==> config.mk <==
export PLATFORM = sky130hd
export DESIGN_NAME = regfile_dump_reader_flat
export DESIGN_NICKNAME = d
export VERILOG_FILES = /design/src/rtl/regfile_dump_reader_pkg.sv /design/src/rtl/regfile_dump_reader_if.sv /design/src/rtl/regfile_dump_reader.sv /design/src/flat_wrapper.sv
export SDC_FILE = /design/constraint.sdc
export NUM_CORES = 1
export LEC_CHECK = 0
export CORE_ASPECT_RATIO = 0.8
export CORE_MARGIN = 2
export CORE_UTILIZATION = 28
export CTS_CLUSTER_DIAMETER = 150
export DETAILED_ROUTE_END_ITERATION = 16
export GPL_ROUTABILITY_DRIVEN = 1
export SKIP_LAST_GASP = 1
export SYNTH_ARGS = -nofsm -noshare
export SYNTH_HDL_FRONTEND = slang
export SYNTH_SLANG_ARGS = --single-unit
==> constraint.sdc <==
create_clock -name CLK -period 2.1 [get_ports CLK]
set_input_delay 0.21 -clock CLK [delete_from_list [all_inputs] [get_ports CLK]]
set_output_delay 0.21 -clock CLK [all_outputs]
set_load 0.02 [all_outputs]
==> src/rtl/regfile_dump_reader_pkg.sv <==
`default_nettype none
// +--------------------------------------------------------------------------+
// | regfile_dump_reader_pkg                                                  |
// | Register-file geometry and dump-reader FSM state encoding.               |
// | Revision: 1.0                                                            |
// +--------------------------------------------------------------------------+
package regfile_dump_reader_pkg;

  localparam int RF_ADDR_W   = 5;
  localparam int RF_DATA_W   = 32;
  localparam int RF_NUM_REGS = 32;

  localparam int ST_W = 3;
  localparam logic [ST_W-1:0] C_ST_IDLE  = 3'd0;
  localparam logic [ST_W-1:0] C_ST_READ  = 3'd1;
  localparam logic [ST_W-1:0] C_ST_EMIT0 = 3'd2;
  localparam logic [ST_W-1:0] C_ST_EMIT1 = 3'd3;
  localparam logic [ST_W-1:0] C_ST_DONE  = 3'd4;

  // One streamed (index, value) pair as seen by the debug consumer.
  typedef struct packed {
    logic [RF_ADDR_W-1:0] index;
    logic [RF_DATA_W-1:0] data;
  } dump_beat_t;

endpackage
`default_nettype wire

==> src/rtl/regfile_dump_reader_if.sv <==
`default_nettype none
// +--------------------------------------------------------------------------+
// | regfile_dump_reader_if                                                   |
// | Valid/ready beat stream carrying (index, value) pairs to the debug path. |
// | Revision: 1.0                                                            |
// +--------------------------------------------------------------------------+
interface regfile_dump_reader_if
  import regfile_dump_reader_pkg::*;
#(
  parameter int ADDR_W = RF_ADDR_W,
  parameter int DATA_W = RF_DATA_W
);

  logic              out_valid;
  logic              out_ready;
  logic [ADDR_W-1:0] out_index;
  logic [DATA_W-1:0] out_data;

  modport master (
    output out_valid,
    output out_index,
    output out_data,
    input  out_ready
  );

  modport slave (
    input  out_valid,
    input  out_index,
    input  out_data,
    output out_ready
  );

endinterface
`default_nettype wire

==> src/rtl/regfile_dump_reader.sv <==
`default_nettype none
// +--------------------------------------------------------------------------+
// | regfile_dump_reader                                                      |
// | Walks a register range two at a time over both RegFile read ports and    |
// | streams each (index, value) pair out; never writes the register file.    |
// | Revision: 1.0                                                            |
// +--------------------------------------------------------------------------+
module regfile_dump_reader
  import regfile_dump_reader_pkg::*;
#(
  parameter int FIRST_REG = 0,
  parameter int LAST_REG  = 31,
  parameter int ADDR_W    = RF_ADDR_W,
  parameter int DATA_W    = RF_DATA_W
) (
  input  logic                 CLK,
  input  logic                 RST,
  input  logic                 start,
  input  logic                 abort,
  output logic [ADDR_W-1:0]    ReadReg1,
  output logic [ADDR_W-1:0]    ReadReg2,
  input  logic [DATA_W-1:0]    ReadData1,
  input  logic [DATA_W-1:0]    ReadData2,
  regfile_dump_reader_if.master out_if,
  output logic                 busy,
  output logic                 done
);

  localparam logic [ADDR_W-1:0] c_first = ADDR_W'(FIRST_REG);
  localparam logic [ADDR_W-1:0] c_last  = ADDR_W'(LAST_REG);
  localparam logic [ADDR_W-1:0] c_one   = ADDR_W'(1);
  localparam logic [ADDR_W-1:0] c_two   = ADDR_W'(2);

  logic [ST_W-1:0]   r_state;
  logic [ADDR_W-1:0] r_addr;
  logic [DATA_W-1:0] r_buf1;
  logic [DATA_W-1:0] r_buf2;
  logic              r_busy;

  logic [ADDR_W-1:0] w_addr_p1;
  logic [ADDR_W-1:0] w_rr2;
  logic              w_handshake;

  // addr+1 is only consumed while addr < LAST_REG, so it can never wrap.
  assign w_addr_p1   = r_addr + c_one;
  assign w_rr2       = (r_addr < c_last) ? w_addr_p1 : c_last;
  assign w_handshake = out_if.out_valid && out_if.out_ready;

  always_ff @(posedge CLK or negedge RST) begin
    if (!RST) begin
      r_state <= C_ST_IDLE;
      r_addr  <= c_first;
      r_buf1  <= '0;
      r_buf2  <= '0;
      r_busy  <= 1'b0;
    end else begin
      case (r_state)
        C_ST_IDLE: begin
          if (start) begin
            r_addr  <= c_first;
            r_busy  <= 1'b1;
            r_state <= C_ST_READ;
          end
        end
        C_ST_READ: begin
          if (abort) begin
            r_busy  <= 1'b0;
            r_state <= C_ST_IDLE;
          end else begin
            r_buf1  <= ReadData1;
            r_buf2  <= ReadData2;
            r_state <= C_ST_EMIT0;
          end
        end
        C_ST_EMIT0: begin
          // abort wins over a same-cycle handshake: the beat is dropped.
          if (abort) begin
            r_busy  <= 1'b0;
            r_state <= C_ST_IDLE;
          end else if (w_handshake) begin
            r_state <= (r_addr == c_last) ? C_ST_DONE : C_ST_EMIT1;
          end
        end
        C_ST_EMIT1: begin
          if (abort) begin
            r_busy  <= 1'b0;
            r_state <= C_ST_IDLE;
          end else if (w_handshake) begin
            if (w_addr_p1 == c_last) begin
              r_state <= C_ST_DONE;
            end else begin
              r_addr  <= r_addr + c_two;
              r_state <= C_ST_READ;
            end
          end
        end
        C_ST_DONE: begin
          r_busy  <= 1'b0;
          r_state <= C_ST_IDLE;
        end
        default: begin
          r_busy  <= 1'b0;
          r_state <= C_ST_IDLE;
        end
      endcase
    end
  end

  // Outputs decode purely from registered state, so a stalled beat holds steady.
  always_comb begin
    ReadReg1         = '0;
    ReadReg2         = '0;
    out_if.out_valid = 1'b0;
    out_if.out_index = '0;
    out_if.out_data  = '0;
    case (r_state)
      C_ST_READ: begin
        ReadReg1 = r_addr;
        ReadReg2 = w_rr2;
      end
      C_ST_EMIT0: begin
        out_if.out_valid = 1'b1;
        out_if.out_index = r_addr;
        out_if.out_data  = r_buf1;
      end
      C_ST_EMIT1: begin
        out_if.out_valid = 1'b1;
        out_if.out_index = w_addr_p1;
        out_if.out_data  = r_buf2;
      end
      default: begin
      end
    endcase
  end

  assign busy = r_busy;
  assign done = (r_state == C_ST_DONE);

endmodule
`default_nettype wire

==> src/flat_wrapper.sv <==
// flat-port wrapper written by rule: the top's interface ports become plain ports
module regfile_dump_reader_flat import regfile_dump_reader_pkg::*;
#(
  parameter int FIRST_REG = 0,
  parameter int LAST_REG  = 31,
  parameter int ADDR_W    = RF_ADDR_W,
  parameter int DATA_W    = RF_DATA_W
)
  (CLK, RST, start, abort, ReadReg1, ReadReg2, ReadData1, ReadData2, busy, done, out_if_out_valid, out_if_out_index, out_if_out_data, out_if_out_ready);
  regfile_dump_reader_if #(.ADDR_W(ADDR_W), .DATA_W(DATA_W)) out_if_i ();
  input  logic CLK;
  input  logic RST;
  input  logic start;
  input  logic abort;
  output logic [ADDR_W-1:0] ReadReg1;
  output logic [ADDR_W-1:0] ReadReg2;
  input  logic [DATA_W-1:0] ReadData1;
  input  logic [DATA_W-1:0] ReadData2;
  output logic busy;
  output logic done;
  output wire logic [$bits(out_if_i.out_valid)-1:0] out_if_out_valid;
  output wire logic [$bits(out_if_i.out_index)-1:0] out_if_out_index;
  output wire logic [$bits(out_if_i.out_data)-1:0] out_if_out_data;
  input wire logic [$bits(out_if_i.out_ready)-1:0] out_if_out_ready;
  assign out_if_out_valid = out_if_i.out_valid;
  assign out_if_out_index = out_if_i.out_index;
  assign out_if_out_data = out_if_i.out_data;
  assign out_if_i.out_ready = out_if_out_ready;
  regfile_dump_reader #(.FIRST_REG(FIRST_REG), .LAST_REG(LAST_REG), .ADDR_W(ADDR_W), .DATA_W(DATA_W)) u_core (.CLK(CLK), .RST(RST), .start(start), .abort(abort), .ReadReg1(ReadReg1), .ReadReg2(ReadReg2), .ReadData1(ReadData1), .ReadData2(ReadData2), .out_if(out_if_i), .busy(busy), .done(done));
endmodule
**Signal wires on met1**

Scale: 4 px per um. Supply wires on this layer in grey. Cells faint in the background.
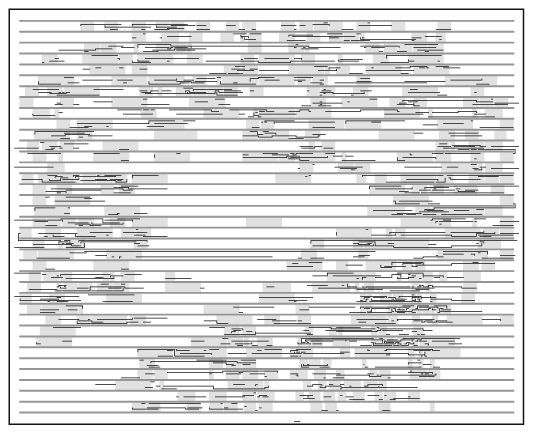
wire length on this layer = 3,920 um
longest straight run = 72.7 um
share of all routed wire = 47%
main direction = horizontal
nets with wire on the layer = 404
met1 usage: 0.167
routed vias: 2,483
Total Wirelength: 8310 um

**Cells coloured by class**

Scale: 3 px per um.
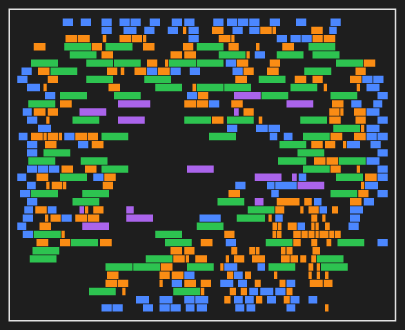
purple -> clock drivers and dummy loads  # cells 15, share of their area 5.8%
blue -> remaining buffers and delay cells  # cells 131, share of their area 27%
orange -> combinational and other logic  # cells 187, share of their area 31%
green -> sequential cells  # cells 72, share of their area 36%
Seq area share: 0.351
final design utilization: 0.424
row count: 36
fin area: 0.00514 mm2
core box area: 0.0121 mm2

**Placement density heat map**

Scale: 3 px per um. 13 x 10 tiles, from dark blue (low) to red (high), 0 to 100% covered.
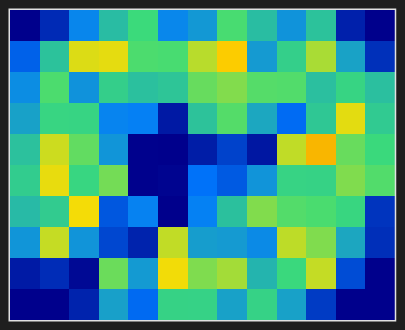
mean over tiles = 37%
fullest tile = 79%
emptiest ninth of the die = centre
tiles over 75% full = 1.5%
Initial Util: 0.285

==> critical path, stage by stage, from the launching register on <==
cell             delay [ns]
dfrtp_1                0.36
nand2b_2               0.18
buf_4                  0.19
nor2_1                 0.13
clkdlybuf4s50_1        0.61
==> power breakdown <==
part	leakage [nW]	internal, W	switching [W]
clock	0.141	0.000908	0.000574
sequential	0.860	0.00206	0.000346
combinational	1.51	0.00145	0.00138
total	2.52	0.00442	0.00230
==> what timing repair did <==
item / in CTS / in global routing
hold endpoints to repair: 44 / 0
hold buffers: 1 / 0
resized: 24 / 17
endpoints found under the setup margin: 30 / 23
==> worst paths after layout <==
kind / start / end
setup / recovery: u_core.r_state[2] / out_if_out_data[12]
hold / removal: RST / u_core.r_buf2[27]
setup reg to reg: u_core.r_addr[4] / u_core.r_addr[3]
hold reg to reg: u_core.r_buf1[20] / u_core.r_buf1[20]
max in group asynchronous: RST / u_core.r_buf1[23]
min in group CLK: ReadData2[28] / u_core.r_buf2[28]
==> cell type report <==
cell class                 count  area, um2  area share
sequential                    72       1800       0.351
multi-input combinational    183       1520       0.296
timing repair buffer         131       1320       0.257
clock buffer                   9        225      0.0438
tap                          152        190      0.0370
clock inverter                 6       61.3      0.0119
inverter                       4       15.0     0.00292
==> logic make-up after synthesis <==
logic type	synth area share
mux	0.307
simple gates	0.0970
fa+ha+maj	0.00724
compound gates	0.0253
buf+inv	0.0409
other cells	0.00109
flops	0.521
==> sequential cells by signal (all words and copies together) (netlist names) <==
| register | count |
|---|---|
| u_core.r_buf1 | 32 |
| u_core.r_buf2 | 32 |
| u_core.r_addr | 4 |
| u_core.r_state | 3 |
| u_core.busy | 1 |
==> flow_summary.ini <==
; generated from flow reports
[clock_network]
clockBufferDepth = 2
cts_buffers = 9
cts.sinks = 72
cts_root_buf = clkbuf_16
htree_num_levels = 3
clkLatencyLatePin_ns = 0.33
clkTransAtPathRegs_ns = 0.06
cts_tree = built
cts_setup_buffers = 0

[global_routing]
grtUsageMet3 = 0.0458
track_usage = 0.128
first_global_vias = 2517
grt_max_degree = 49
top_usage_layer = met2
antenna_found_initial = 0
met2_usage = 0.200
grt-ovfl-total = 0
grt_pass1_wl_um = 13000

[final_layout]
finalNonFillerCells = 557
diodes = 0
syn_to_final_growth_pct = 48.6
lay_top_cells = clkdlybuf4s50_1, dfrtp_1, mux2_1
nNetsFinal = 472
layout_top_cell = clkdlybuf4s50_1
drive_gt1_frac = 0.121
fill_cells = 1142

[placed_design]
dp_slack_ns = 0.124
dpl_cell_area_mm2 = 0.00482
place_inst = 541
place_hpwl_um = 5740
gp_congestion = 0.773
portBuffers = 117

[sta]
clock.fmax_mhz = 495
worst_slack_ns = 0.0801
slew_viol_final = 0
tns_ns = 0
rsz0062_at_grt = false
worst_pin_slew_ns = 0.602
period_needed_ns = 2.02
hold_viol_final = 0
setup-violations-final = 0
hold_slack_ns = 0.430
fin_crit_sh = 0.962
slew_headroom = 0.598
finalClockSkew_ns = 0.00912

[pwr]
p_per_area_mw_per_mm2 = 1310
leakage_nw = 2.52
totalPowerFinal_w = 0.00672
ir_drop_uv = 591

[drt]
route.met2.wl_um = 3780
final_antenna_net_count = 0
post_drt_wl_per_cell_um = 14.9
drt-met1-wl_um = 3920
drcViolationCount = 0
vias_per_cell = 4.46
highest_layer = met4
first_iter_violations = 103
wl_met3_um = 494
dr.pass1.iters = 4

[floorplanning]
io_pins = 119
die_h_um = 103
die-area_mm2 = 0.0133
die_width_um = 128

[setup_path]
rr_worst_depth = 5
cp_max_fo = 12
required_ns = 1.89
startpoint_type = flop
arrival_ns = 1.81
ff2ff_setup_slack_ns = 0.27
cp-end-kind = output pin
worstSetupPathType = reg2out

[yosys]
yosysTopAreaCell = dfrtp_1
synthCells = 277
ys_warn_count = 0
yosysSeqAreaShare = 0.521
syn_avg_cell_area_um2 = 12.5
syn_area_mm2 = 0.00346
async_reset_ff_frac = 1.00
edf_count = 0
synth.distinct_cells = 33
yosys_area_mm2 = 0.00346
flop_cell = dfrtp_1
top_cells_by_area = dfrtp_1, mux2_1, mux2i_1
ys_seq_elements = 72
yosys_cells = 277
synth_top_area_share = 0.521
common_cells = dfrtp_1, mux2_1, nor2_1
synth_dominant_cell_count = dfrtp_1

[min_path]
hold_path.class = in2async

[flow_run]
drv_cap = 0
warning_count = 26

[outcome]
status = finished clean
Power is estimated from default activity; no workload was simulated.
